File: config.mk
export PLATFORM = sky130hd
export DESIGN_NAME = nonrestoring_divider_flat
export DESIGN_NICKNAME = d
export VERILOG_FILES = /design/src/rtl/nonrestoring_divider_if.sv /design/src/rtl/nonrestoring_divider.sv /design/src/flat_wrapper.sv
export SDC_FILE = /design/constraint.sdc
export NUM_CORES = 1
export LEC_CHECK = 0
export ABC_AREA = 1
export CORE_ASPECT_RATIO = 1.1
export CORE_MARGIN = 2
export CORE_UTILIZATION = 45
export CTS_CLUSTER_DIAMETER = 40
export DETAILED_ROUTE_END_ITERATION = 12
export GPL_ROUTABILITY_DRIVEN = 0
export PLACE_DENSITY = 0.64
export SLEW_MARGIN = 10
export SYNTH_ARGS = -nofsm -noshare
export SYNTH_HDL_FRONTEND = slang
export SYNTH_SLANG_ARGS = --single-unit
File: constraint.sdc
create_clock -name clk -period 3.62 [get_ports clk]
set_clock_uncertainty 0.05 [all_clocks]
set_input_delay 0.905 -clock clk [delete_from_list [all_inputs] [get_ports clk]]
set_output_delay 0.905 -clock clk [all_outputs]
set_load 0.005 [all_outputs]
File: src/rtl/nonrestoring_divider_if.sv
// Purpose : start/done handshake and operand/result bundle for the sequential
//           non-restoring divider.
// Ports   : master drives start/dividend/divisor and observes the results;
//           slave (the divider) samples the request and drives quotient,
//           remainder, busy, done and dbz.
interface nonrestoring_divider_if #(
  parameter int WIDTH = 16
);
  logic             start;
  logic [WIDTH-1:0] dividend;
  logic [WIDTH-1:0] divisor;
  logic [WIDTH-1:0] quotient;
  logic [WIDTH-1:0] remainder;
  logic             busy;
  logic             done;
  logic             dbz;

  modport master (
    output start, dividend, divisor,
    input  quotient, remainder, busy, done, dbz
  );

  modport slave (
    input  start, dividend, divisor,
    output quotient, remainder, busy, done, dbz
  );
endinterface

File: src/rtl/nonrestoring_divider.sv
// Purpose : 16-bit unsigned sequential non-restoring divider (controller and
//           datapath in one module), start/done handshake.
// Latency : done pulses 18 clocks after the accepted start (1 clock for a zero
//           divisor); a new start can be taken every 19 clocks.
// Backpressure: none; start is only sampled in IDLE and ignored while busy.
// Ports   : clk    - rising-edge clock
//           reset  - asynchronous, active-high; aborts any divide silently
//           bus    - slave side of nonrestoring_divider_if:
//                    start/dividend/divisor in, quotient/remainder/busy/done/dbz
//                    out (all outputs registered).
module nonrestoring_divider #(
  parameter int WIDTH = 16
) (
  input  logic                  clk,
  input  logic                  reset,
  nonrestoring_divider_if.slave bus
);

  // Iteration count; the counter is 5 bits wide so WIDTH must stay at 16.
  localparam logic [4:0] CNT_LOAD = 5'(WIDTH);

  typedef enum logic [1:0] {
    S_IDLE,
    S_CALC,
    S_FIX,
    S_DONE
  } state_t;

  state_t           r_state;
  logic [WIDTH-1:0] r_m;         // captured divisor
  logic [WIDTH:0]   r_a;         // signed partial remainder, one guard bit
  logic [WIDTH-1:0] r_q;         // dividend shifting out, quotient shifting in
  logic [4:0]       r_cnt;       // iterations remaining

  logic [WIDTH-1:0] r_quotient;
  logic [WIDTH-1:0] r_remainder;
  logic             r_busy;
  logic             r_done;
  logic             r_dbz;

  logic [WIDTH:0]   w_m_ext;
  logic [WIDTH:0]   w_shift_a;
  logic [WIDTH:0]   w_calc_a;
  logic [WIDTH:0]   w_fix_a;
  logic             w_div_zero;

  assign w_m_ext   = {1'b0, r_m};

  // Upper half of {A,Q} << 1: A loses its sign bit, gains the top dividend bit.
  assign w_shift_a = {r_a[WIDTH-1:0], r_q[WIDTH-1]};

  // Non-restoring step: the sign of the previous partial remainder picks
  // subtract (non-negative) or add back (negative) instead of a restore cycle.
  assign w_calc_a  = r_a[WIDTH] ? (w_shift_a + w_m_ext) : (w_shift_a - w_m_ext);

  // Final correction so the remainder ends non-negative.
  assign w_fix_a   = r_a + w_m_ext;

  // M only stays zero into DONE when the zero-divisor shortcut was taken.
  assign w_div_zero = (r_m == '0);

  always_ff @(posedge clk or posedge reset) begin
    if (reset) begin
      r_state     <= S_IDLE;
      r_m         <= '0;
      r_a         <= '0;
      r_q         <= '0;
      r_cnt       <= '0;
      r_quotient  <= '0;
      r_remainder <= '0;
      r_busy      <= 1'b0;
      r_done      <= 1'b0;
      r_dbz       <= 1'b0;
    end else begin
      // done is a single-cycle pulse; only DONE raises it.
      r_done <= 1'b0;

      case (r_state)
        S_IDLE: begin
          if (bus.start) begin
            r_m     <= bus.divisor;
            r_q     <= bus.dividend;
            r_a     <= '0;
            r_cnt   <= CNT_LOAD;
            r_busy  <= 1'b1;
            r_dbz   <= 1'b0;
            // A zero divisor skips the iterations entirely.
            r_state <= (bus.divisor == '0) ? S_DONE : S_CALC;
          end
        end

        S_CALC: begin
          r_a   <= w_calc_a;
          r_q   <= {r_q[WIDTH-2:0], ~w_calc_a[WIDTH]};
          r_cnt <= r_cnt - 5'd1;
          if (r_cnt == 5'd1) begin
            r_state <= S_FIX;
          end
        end

        S_FIX: begin
          if (r_a[WIDTH]) begin
            r_a <= w_fix_a;
          end
          r_state <= S_DONE;
        end

        S_DONE: begin
          if (w_div_zero) begin
            r_quotient  <= '1;
            r_remainder <= r_q;          // untouched dividend
            r_dbz       <= 1'b1;
          end else begin
            r_quotient  <= r_q;
            r_remainder <= r_a[WIDTH-1:0];
            r_dbz       <= 1'b0;
          end
          r_done  <= 1'b1;
          r_busy  <= 1'b0;
          r_state <= S_IDLE;
        end

        default: begin
          r_state <= S_IDLE;
        end
      endcase
    end
  end

  assign bus.quotient  = r_quotient;
  assign bus.remainder = r_remainder;
  assign bus.busy      = r_busy;
  assign bus.done      = r_done;
  assign bus.dbz       = r_dbz;

endmodule
File: src/flat_wrapper.sv
// flat-port wrapper written by rule: the top's interface ports become plain ports
module nonrestoring_divider_flat 
#(
  parameter int WIDTH = 16
)
  (clk, reset, bus_start, bus_dividend, bus_divisor, bus_quotient, bus_remainder, bus_busy, bus_done, bus_dbz);
  nonrestoring_divider_if #(.WIDTH(WIDTH)) bus_i ();
  input  logic clk;
  input  logic reset;
  input wire logic [$bits(bus_i.start)-1:0] bus_start;
  input wire logic [$bits(bus_i.dividend)-1:0] bus_dividend;
  input wire logic [$bits(bus_i.divisor)-1:0] bus_divisor;
  output wire logic [$bits(bus_i.quotient)-1:0] bus_quotient;
  output wire logic [$bits(bus_i.remainder)-1:0] bus_remainder;
  output wire logic [$bits(bus_i.busy)-1:0] bus_busy;
  output wire logic [$bits(bus_i.done)-1:0] bus_done;
  output wire logic [$bits(bus_i.dbz)-1:0] bus_dbz;
  assign bus_i.start = bus_start;
  assign bus_i.dividend = bus_dividend;
  assign bus_i.divisor = bus_divisor;
  assign bus_quotient = bus_i.quotient;
  assign bus_remainder = bus_i.remainder;
  assign bus_busy = bus_i.busy;
  assign bus_done = bus_i.done;
  assign bus_dbz = bus_i.dbz;
  nonrestoring_divider #(.WIDTH(WIDTH)) u_core (.clk(clk), .reset(reset), .bus(bus_i));
endmodule
**Run 1: metal 2**

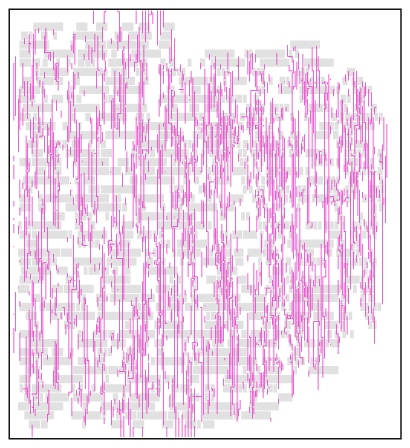
nets with wire on the layer: 794
share of all routed wire: 46%
main direction: vertical
longest straight run: 80.6 um
final wirelength: 17.5 mm
DR vias: 5947
Global Route met2 Usage: 40.2%

**Run 1: port wiring**

Scale bar: 20 um.
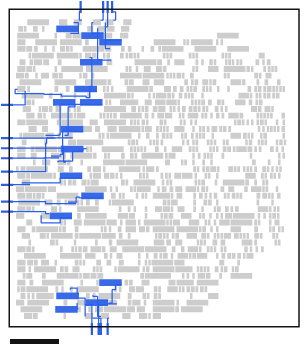
| colour | port | bits | direction | edge | end cells | buffers | wire |
|---|---|---|---|---|---|---|---|
| blue | bus_remainder | 16 | output | 8 west, 4 south, 4 north | 16 | 16 | 540 um |
# port buffers: 69
# IOs: 70

==> results_slide.txt, run 1 <==
Implementation Results

Yosys
  – Mux frac, synth: 0%
  – Simple-Gate Fraction of Synth Area: 29.4%
  – Commonest cells post-synth: nand2_1, inv_1, dfrtp_1
  – Ao+oa area frac: 14.1%
  – Unique cell types: 41
  – Post-synthesis sequential area ratio: 35.8%
  – Top cells by area: dfrtp_1, nand2_1, ha_1, inv_1, o21ai_0
  – Yosys Warn Count: 0
  – Syn Area/Cell: 6.99 um^2
  – Cell type with the largest total area: dfrtp_1
  – Mapped Cells: 911
  – Top-count cell post-synth: nand2_1
  – Area share, top type: 35.8%
  – Adder-cell area share of the yosys netlist: 8.30%
  – Seq cells post-synth: 91
  – Ys cells: 911
  – Main logic family after synthesis: simple AND/OR/NAND/NOR gates
  – Synth Flop Type: dfrtp_1
  – Syn nets: 987
  – Number of enable flip-flop cells: 0
  – Synthesized area: 6360 um^2
  – Yosys xor share: 2.75%
  – Share of async-settable or async-resettable flops after synthesis: 100%
  – Synthesis area per yosys: 6360 um^2

Layout
  – Comb area share: 45.8%
  – Non-clock buffering overhead: 10.1%
  – Antenna Cells: 0
  – Seq cells: 91
  – Fraction of area in clock buffers and inverters: 4.28%
  – Max reg flops: 17
  – Mi-comb count: 662
  – Final Core Density: 54.8%
  – Area of all sequential standard cells: 2280 um^2
  – Largest reg by FF count: u_core.r_a
  – Finished Cell Area: 7570 um^2
  – Top cell excl fill/tap: nand2_1
  – Seq/total area: 30.1%
  – CLK BUF: 9
  – Inverters: 132
  – Layout cells sized above 1: 4.91%
  – Nets: 1049
  – Area Growth Syn to Fin: 18.9%
  – Non-clock buffers: 77
  – Top Layout Cells: nand2_1, inv_1, dfrtp_1, clkdlybuf4s50_1, nor2_1
  – Combined area of the multi-input logic cells: 3470 um^2
  – Leading cell kind: multi-input combinational cells
  – Fill count: 1389
  – Final std cells w/o fill: 1166

Route
  – DR DRC count: 0
  – First-pass DRT Iterations: 5
  – Post-DRT Antenna Nets: 0
  – WL met1: 8.09 mm
  – Via density: 5.10
  – Max layer used: met4
  – Detailed Route Iter0 Violations: 310
  – Met3 wire len: 1.04 mm
  – Metal2 WL: 8.07 mm

Critical path
  – CP cell instances: nor2_1 > nor2_2 > nand2_1 > nor2_2 > o21ai_2 > nor2_2 > xor2_1 > ha_1 > nand2_1 > inv_1 > nand2_1 > nand2_1 > inv_1 > nand2_1 > inv_1 > nand2_1 > nand2_1 > nand3_2 > nand2_1 > o21ai_0
  – Most frequent cell on the critical path: nand2_1
  – Crit path launch type: flop
  – Worst Path Buf+Inv: 3
  – Critical Path Max Stage Delay: 0.68 ns
  – CP top delay family: simple AND/OR/NAND/NOR gates
  – Peak fanout along the critical path: 18
  – Setup CP Type: flop to flop
  – R2R Setup Slk: 0.71 ns
  – WP data required: 3.75 ns
  – Worst setup EP type: flop
  – Critical Path AT: 3.04 ns
  – CP max-delay cell: dfrtp_1

Clock network
  – Cts hold-fix bufs: 0
  – PostCTS Resize Cnt: 0
  – Clock tree buffer depth: 2
  – Clk sinks: 91
  – Setup Fix Bufs, Post-CTS: 0
  – CTS tree: built
  – Clk_lat worst skew: 0.34 ns
  – CTS root buf: clkbuf_16
  – Clock-pin slew on the worst setup and hold paths: 0.07 ns
  – CTS Buf Count: 9
  – H-tree Lvls: 3

Pwr
  – Pwr Density: 907 nW/um^2
  – P_seq: 1870 uW
  – Comb power frac: 57.7%
  – Design Power: 6860 uW
  – Leading power group: combinational logic
  – P_clk: 1030 uW
  – Sequential Power Share: 27.2%
  – Net load switching power: 3230 uW
  – P_comb: 3960 uW
  – Worst vdd ir: 0.371 mV
  – Clock share of power: 15.1%
  – Sw frac: 47.1%
  – Leakage power: 0.00391 uW
  – P_int: 3630 uW

Global routing
  – Aggregate global routing overflow: 0
  – Largest net degree at the start of global routing: 51
  – Met3 Resource Use GR: 5.14%
  – Global routing's busiest layer: met2
  – Initial antenna violation count: 0
  – Overall Global Routing Usage: 23.9%
  – Vias in the first global route: 5820
  – First-pass GRT wire length: 29.0 mm

Run
  – Tool warnings: 30
  – MaxCap Viol Count: 0

Die
  – FP Util: 46.1%
  – Die Area: 15100 um^2
  – Core ar.: 13800 um^2
  – # rows: 45
  – Overall die width: 117 um
  – Die height: 129 um
  – Tap cell count: 188

Timing
  – Worst hold slack: 0.428 ns
  – Worst setup margin: 0.714 ns
  – Final Cycle Share: 80.3%
  – Setup TNS: 0 ns
  – Clock period minus worst slack: 2.91 ns
  – Unrepaired setup endpoints after global routing: false
  – Final Hold Vio Count: 0
  – Max-slew violations: 0
  – Peak Freq: 344 MHz
  – Worst Max-Slew Pin Slew: 0.982 ns
  – Setup Viol. Count Final: 0
  – Worst slew margin: 34.4%

Placed design
  – Worst slack, placed: 0.704 ns
  – HPWL Detailed: 13.4 mm
  – Cells after DPL: 1150
  – Area after DPL: 7240 um^2

Min path
  – Worst Hold Class: flop to flop

Run status
  – Status: finished clean
**Run 1: the metal 1 layer**

Supply wires on this layer in grey.
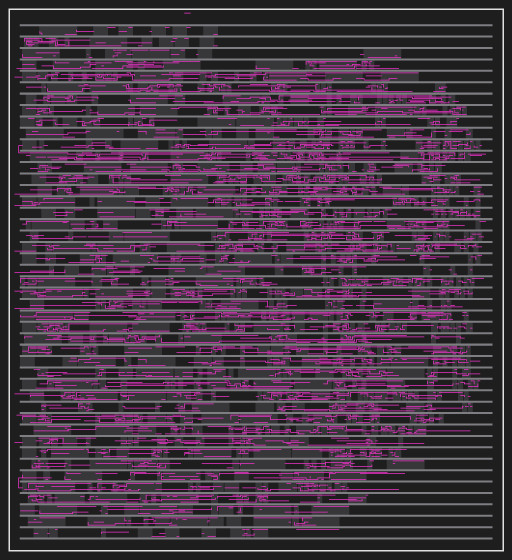
longest straight run: 40.9 um
main direction: horizontal
met1 usage: 31.9%

[run 1: worst paths after layout]
path                                                     start                             endpoint  cells past startpoint
max reg2reg                         u_core.r_a[16]$_DFFE_PP0P_            u_core.r_q[0]$_DFFE_PP0P_                     20
max                                 u_core.r_a[16]$_DFFE_PP0P_            u_core.r_q[0]$_DFFE_PP0P_                     20
max in group asynchronous                                reset            u_core.r_a[6]$_DFFE_PP0P_                      3
min                        u_core.bus.remainder[1]$_DFFE_PP0P_  u_core.bus.remainder[1]$_DFFE_PP0P_                      2
min in group asynchronous                                reset   u_core.bus.quotient[2]$_DFFE_PP0P_                      2
min reg2reg                u_core.bus.remainder[1]$_DFFE_PP0P_  u_core.bus.remainder[1]$_DFFE_PP0P_                      2
--- run 2 (diff from run 1) ---
- PLACE_DENSITY: 0.64 -> 0.67
- clock period: 3.62 -> 2.5 ns (I/O delays scaled with it)
**Run 2: the metal 1 layer**

Supply wires on this layer in grey.
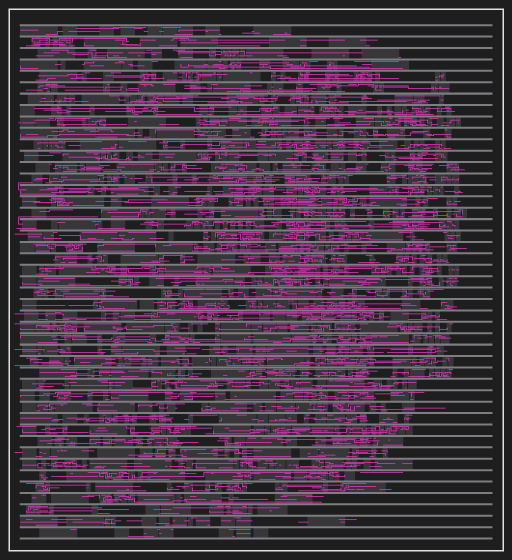
wire length on this layer: 8410 um
main direction: horizontal
DR vias: 6252
final wirelength: 18.5 mm

==> run 2 against run 1 <==
Net effect: design area increased by 9.9%; area after synthesis stayed put; critical path type unchanged; the flow now finishes with violations (setup timing); synthesized cell count unchanged; routed wire length rose by 5.7%; critical path depth increased by 1; global-route usage grew 1.0 points; worst setup slack worse by 0.94 ns; combinational power rose by 93%; final cell count grew 5.3%; largest power group unchanged; highest routed layer unchanged; total power increased by 70%.
==> results_slide.txt, run 2 <==
Implementation Results

Run status
  – Status: complete, but fails checks
  – Failing checks: setup timing

Yosys
  – Synth Flop Type: dfrtp_1
  – Top-count cell post-synth: nand2_1
  – Synthesis area per yosys: 6360 um^2 (unchanged)
  – Commonest cells post-synth: nand2_1, inv_1, dfrtp_1
  – Seq cells post-synth: 91 (unchanged)
  – Mapped Cells: 911 (unchanged)
  – Area share, top type: 35.8% (unchanged)
  – Share of async-settable or async-resettable flops after synthesis: 100% (unchanged)
  – Unique cell types: 41 (unchanged)
  – Ys cells: 911 (unchanged)
  – Yosys Warn Count: 0 (unchanged)
  – Number of enable flip-flop cells: 0 (unchanged)
  – Syn Area/Cell: 6.99 um^2 (unchanged)
  – Synthesized area: 6360 um^2 (unchanged)
  – Post-synthesis sequential area ratio: 35.8% (unchanged)
  – Cell type with the largest total area: dfrtp_1
  – Top cells by area: dfrtp_1, nand2_1, ha_1, inv_1, o21ai_0

Global routing
  – Vias in the first global route: 6181 (+6.2%)
  – First-pass GRT wire length: 30.4 mm (+4.8%)
  – Largest net degree at the start of global routing: 92 (+80%)
  – Aggregate global routing overflow: 0 (unchanged)
  – Initial antenna violation count: 0 (unchanged)
  – Met1 usage: 32.8% (+0.95 points)
  – Global Route met2 Usage: 43.0% (+2.8 points)
  – Met3 Resource Use GR: 3.99% (-1.2 points)

Timing
  – Peak Freq: 367 MHz (+6.8%)
  – Worst Max-Slew Pin Slew: 0.595 ns (-0.387 ns)
  – Final Cycle Share: 109% (+29 points)
  – Worst slew margin: 60.3% (+26 points)
  – Worst hold slack: 0.429 ns (+0.000614 ns)
  – Worst setup margin: -0.222 ns (-0.936 ns)
  – Setup Viol. Count Final: 9 (+9)
  – Setup TNS: -1.23 ns (-1.23 ns)
  – Clock period minus worst slack: 2.72 ns (-0.184 ns)
  – Max-slew violations: 0 (unchanged)
  – Unrepaired setup endpoints after global routing: true

Critical path
  – R2R Setup Slk: -0.22 ns (-0.94 ns)
  – CP startpoint: u_core.r_m[2]$_DFFE_PP0P_
  – R2r startpoint: u_core.r_m[2]$_DFFE_PP0P_
  – CP top delay family: simple AND/OR/NAND/NOR gates
  – R2R Path End: u_core.r_a[16]$_DFFE_PP0P_
  – Critical Path AT: 2.92 ns (-0.12 ns)
  – Setup CP Type: flop to flop
  – Peak fanout along the critical path: 3 (-15)
  – CP max-delay cell: dfrtp_1
  – Crit path launch type: flop
  – CP cell instances: nor3_2 > nor2_2 > nor2_2 > nand2_1 > nor2_2 > o21ai_2 > nor2_2 > xor2_1 > ha_1 > nand2_2 > inv_2 > nand2_2 > nand2_2 > inv_2 > nand2_2 > a21oi_2 > nand2_1 > nand3_2 > nand2_1 > nand2_1 > nand2_1
  – Setup crit end: u_core.r_a[16]$_DFFE_PP0P_
  – Crit. path cell count: 21 (+5.0%)
  – Worst setup EP type: flop
  – WP data required: 2.69 ns (-1.06 ns)
  – Worst Path Buf+Inv: 2 (-1)
  – Critical Path Max Stage Delay: 0.41 ns (-0.27 ns)
  – Most frequent cell on the critical path: nand2_1
  – R2r worst-path depth: 21 (+5.0%)

Pwr
  – Clock share of power: 12.1% (-3.0 points)
  – Comb power frac: 65.4% (+7.7 points)
  – P_int: 6290 uW (+73%)
  – Worst vdd ir: 0.635 mV (+71%)
  – P_seq: 2620 uW (+40%)
  – Leading power group: combinational logic
  – Sequential Power Share: 22.5% (-4.7 points)
  – Design Power: 11700 uW (+70%)
  – Pwr Density: 1400 nW/um^2 (+55%)
  – Sw frac: 46.0% (-1.1 points)
  – P_clk: 1410 uW (+37%)
  – P_comb: 7630 uW (+93%)
  – Net load switching power: 5370 uW (+66%)

Layout
  – Final Core Density: 60.3% (+5.4 points)
  – Nets: 1111 (+5.9%)
  – Fill count: 1264 (-9.0%)
  – Largest reg by FF count: u_core.r_a
  – Area Growth Syn to Fin: 30.6%
  – Top cell excl fill/tap: nand2_1
  – Antenna Cells: 0 (unchanged)
  – Top Layout Cells: nand2_1, inv_1, dfrtp_1, clkdlybuf4s50_1, buf_4
  – Max reg flops: 17 (unchanged)
  – Final std cells w/o fill: 1228 (+5.3%)

Clock network
  – CTS Buf Count: 9 (unchanged)
  – Clk sinks: 91 (unchanged)
  – Clock tree buffer depth: 2 (unchanged)
  – Clock-pin slew on the worst setup and hold paths: 0.07 ns (about the same)
  – Cts hold-fix bufs: 0 (unchanged)
  – CTS tree: built
  – PostCTS Resize Cnt: 29 (+29)
  – Clk_lat worst skew: 0.35 ns (about the same)
  – Setup Fix Bufs, Post-CTS: 3 (+3)
  – CTS root buf: clkbuf_16
  – H-tree Lvls: 3 (unchanged)

Route
  – Post-DRT Antenna Nets: 0 (unchanged)
  – Metal2 WL: 8.83 mm (+9.4%)
  – WL met1: 8.41 mm (+4.0%)
  – Met3 wire len: 865 um (-17%)
  – DR DRC count: 0 (unchanged)
  – Max layer used: met4
  – Via density: 5.09 (-0.18%)
  – First-pass DRT Iterations: 5 (unchanged)
  – Detailed Route Iter0 Violations: 329 (+6.1%)

Run
  – MaxCap Viol Count: 0 (unchanged)
  – Tool warnings: 32 (+6.7%)

Die
  – Core ar.: 13800 um^2 (unchanged)
  – # rows: 45 (unchanged)
  – FP Util: 46.1% (unchanged)
  – Overall die width: 117 um (unchanged)
  – Die Area: 15100 um^2 (unchanged)
  – # IOs: 70 (unchanged)
  – Die height: 129 um (unchanged)

Placed design
  – Worst slack, placed: -0.107 ns (-0.811 ns)
  – Cells after DPL: 1197 (+4.1%)
  – # port buffers: 69 (unchanged)
  – HPWL Detailed: 13.6 mm (+2.0%)
  – Area after DPL: 7610 um^2 (+5.1%)

Min path
  – Worst Hold Path Cells: 2 (unchanged)
  – Hold Path Sink: u_core.bus.remainder[1]$_DFFE_PP0P_
  – Hold Crit Start: u_core.bus.remainder[1]$_DFFE_PP0P_
  – Worst Hold Class: flop to flop
**Run 2: routing congestion**

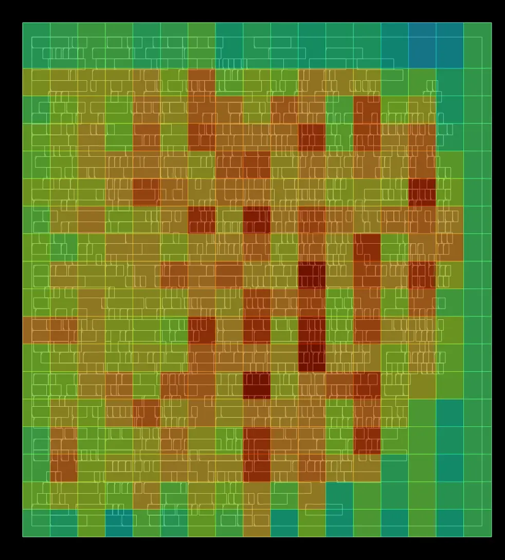
global routing's busiest layer: met2
Overall Global Routing Usage: 24.9%
Routed WL per cell: 15.1 um

-- run 2: cell counts after synthesis --
Identical to the previous run, type by type.
-- run 2: logic make-up (layout without fill, tap and decap cells) --
kind of cell               count (synthesis)  in the layout  share of synthesized area, %
AOI/OAI and AO/OA                        157            157                          14.1
xor gates and xnor gates                  20             20                          2.75
adders and majority gates                 41             41                          8.30
buffers and inverters                    158            287                          9.73
DFF                                       91             91                          35.8
and+or+nand+nor                          444            444                          29.4
-- run 2: layout make-up --
class	count	area, um^2	share of cell area (%)
clock buffer	10	229	2.75
clock inverter	6	72.6	0.873
inverter	132	502	6.04
multi-input combinational	662	3730	44.9
sequential	91	2280	27.4
tap	188	235	2.83
timing repair buffer	139	1260	15.2
--- run 3 (diff from run 2) ---
- CAP_MARGIN: not set -> 10
- HOLD_SLACK_MARGIN: not set -> 0.08
**Run 3: sequential cells grouped by signal name**

Other sequential cells in the stronger grey, the rest of the logic in the fainter grey.
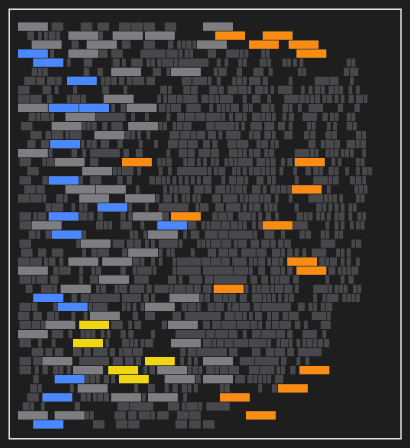
| colour | signal | placed flops |
|---|---|---|
| yellow | u_core.r_cnt | 5 |
| blue | u_core.r_q | 16 |
| orange | u_core.r_a | 17 |
not coloured: 53
P_seq: 2620 uW
area of all sequential standard cells: 2280 um^2
Seq/total area: 27.4%

==> run 3 against run 2 <==
Net effect: the run still ends with setup timing left; worst setup slack unchanged; critical path type unchanged; synthesized cell count unchanged; global-route usage unchanged; area after synthesis unchanged; largest power group unchanged.
==> results_slide.txt, run 3 <==
Implementation Results

Run status
  – Status: complete, but fails checks
  – Failing checks: setup timing

Clock network
  – Clock tree buffer depth: 2 (unchanged)
  – Clock-pin slew on the worst setup and hold paths: 0.07 ns (about the same)
  – Cts hold-fix bufs: 0 (unchanged)
  – Setup Fix Bufs, Post-CTS: 3 (unchanged)
  – PostCTS Resize Cnt: 29 (unchanged)

Yosys
  – Top-count cell post-synth: nand2_1
  – Mapped Cells: 911 (unchanged)
  – Yosys Warn Count: 0 (unchanged)
  – Number of enable flip-flop cells: 0 (unchanged)
  – Post-synthesis sequential area ratio: 35.8% (unchanged)
  – Unique cell types: 41 (unchanged)
  – Synthesis area per yosys: 6360 um^2 (unchanged)
  – Commonest cells post-synth: nand2_1, inv_1, dfrtp_1
  – Top cells by area: dfrtp_1, nand2_1, ha_1, inv_1, o21ai_0
  – Syn Area/Cell: 6.99 um^2 (unchanged)
  – Synthesized area: 6360 um^2 (unchanged)
  – Share of async-settable or async-resettable flops after synthesis: 100% (unchanged)

Timing
  – Worst Max-Slew Pin Slew: 0.595 ns (unchanged)
  – Worst hold slack: 0.429 ns (unchanged)
  – Unrepaired setup endpoints after global routing: true
  – Final Cycle Share: 109% (unchanged)
  – Setup TNS: -1.23 ns (unchanged)
  – Setup Viol. Count Final: 9 (unchanged)
  – Worst slew margin: 60.3% (unchanged)
  – Max-slew violations: 0 (unchanged)
  – Worst setup margin: -0.222 ns (unchanged)

Critical path
  – Setup CP Type: flop to flop
  – WP data required: 2.69 ns (about the same)
  – Setup crit end: u_core.r_a[16]$_DFFE_PP0P_
  – Critical Path AT: 2.92 ns (about the same)
  – R2r worst-path depth: 21 (unchanged)
  – Worst setup EP type: flop
  – Critical Path Max Stage Delay: 0.41 ns (about the same)
  – CP top delay family: simple AND/OR/NAND/NOR gates
  – Peak fanout along the critical path: 3 (unchanged)
  – R2R Path End: u_core.r_a[16]$_DFFE_PP0P_
  – Most frequent cell on the critical path: nand2_1
  – Worst Path Buf+Inv: 2 (unchanged)
  – R2r startpoint: u_core.r_m[2]$_DFFE_PP0P_

Layout
  – Combined area of the multi-input logic cells: 3730 um^2 (unchanged)
  – Mi-comb count: 662 (unchanged)
  – Final std cells w/o fill: 1228 (unchanged)
  – Nets: 1111 (unchanged)
  – Inverters: 132 (unchanged)
  – Seq cells: 91 (unchanged)
  – Area Growth Syn to Fin: 30.6% (unchanged)
  – Largest reg by FF count: u_core.r_a
  – Fraction of area in clock buffers and inverters: 3.63% (unchanged)
  – Final Core Density: 60.3% (unchanged)
  – Max reg flops: 17 (unchanged)
  – Top Layout Cells: nand2_1, inv_1, dfrtp_1, clkdlybuf4s50_1, buf_4

Die
  – FP Util: 46.1% (unchanged)
  – Overall die width: 117 um (unchanged)
  – Core ar.: 13800 um^2 (unchanged)
  – Die height: 129 um (unchanged)
  – Die Area: 15100 um^2 (unchanged)
  – # IOs: 70 (unchanged)
  – # rows: 45 (unchanged)

Global routing
  – Global routing's busiest layer: met2
  – Largest net degree at the start of global routing: 92 (unchanged)
  – Aggregate global routing overflow: 0 (unchanged)
  – First-pass GRT wire length: 30.4 mm (unchanged)
  – Vias in the first global route: 6181 (unchanged)
  – Met3 Resource Use GR: 3.99% (unchanged)
  – Met1 usage: 32.8% (unchanged)
  – Overall Global Routing Usage: 24.9% (unchanged)

Route
  – Final wirelength: 18.5 mm (unchanged)
  – Max layer used: met4
  – Via density: 5.09 (unchanged)
  – Post-DRT Antenna Nets: 0 (unchanged)
  – Detailed Route Iter0 Violations: 329 (unchanged)
  – DR DRC count: 0 (unchanged)
  – First-pass DRT Iterations: 5 (unchanged)
  – WL met1: 8.41 mm (unchanged)

Pwr
  – Pwr Density: 1400 nW/um^2 (unchanged)
  – Worst vdd ir: 0.635 mV (unchanged)
  – Design Power: 11700 uW (unchanged)

Run
  – Tool warnings: 32 (unchanged)
  – MaxCap Viol Count: 0 (unchanged)

Placed design
  – Area after DPL: 7610 um^2 (unchanged)
  – # port buffers: 69 (unchanged)

Min path
  – Worst Hold Path Cells: 2 (unchanged)
  – Hold Crit Start: u_core.bus.remainder[1]$_DFFE_PP0P_
**Run 3: metal 2**

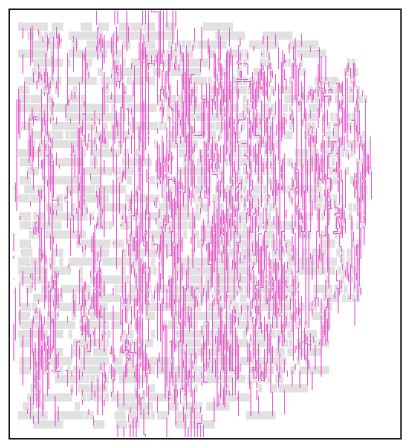
longest straight run: 64.9 um
wire length on this layer: 8830 um
nets with wire on the layer: 881
share of all routed wire: 48%
main direction: vertical
Global Route met2 Usage: 43.0%

run 3: cell counts after synthesis:
Identical to the previous run, type by type.
run 3: report_power, final:
part / leakage (uW) / internal, uW / switching [uW]
clock: 0.000137 / 787 / 624
combinational: 0.00293 / 3380 / 4240
sequential: 0.00114 / 2120 / 501
total: 0.00421 / 6290 / 5370
run 3: cell families (layout without fill, tap and decap cells):
family | count (synthesis) | after routing | share of synthesized area, %
and+or+nand+nor | 444 | 444 | 29.4
buffers and inverters | 158 | 287 | 9.73
AOI/OAI and AO/OA | 157 | 157 | 14.1
DFF | 91 | 91 | 35.8
adders and majority gates | 41 | 41 | 8.30
xor gates and xnor gates | 20 | 20 | 2.75
Power is estimated from default activity; no workload was simulated.
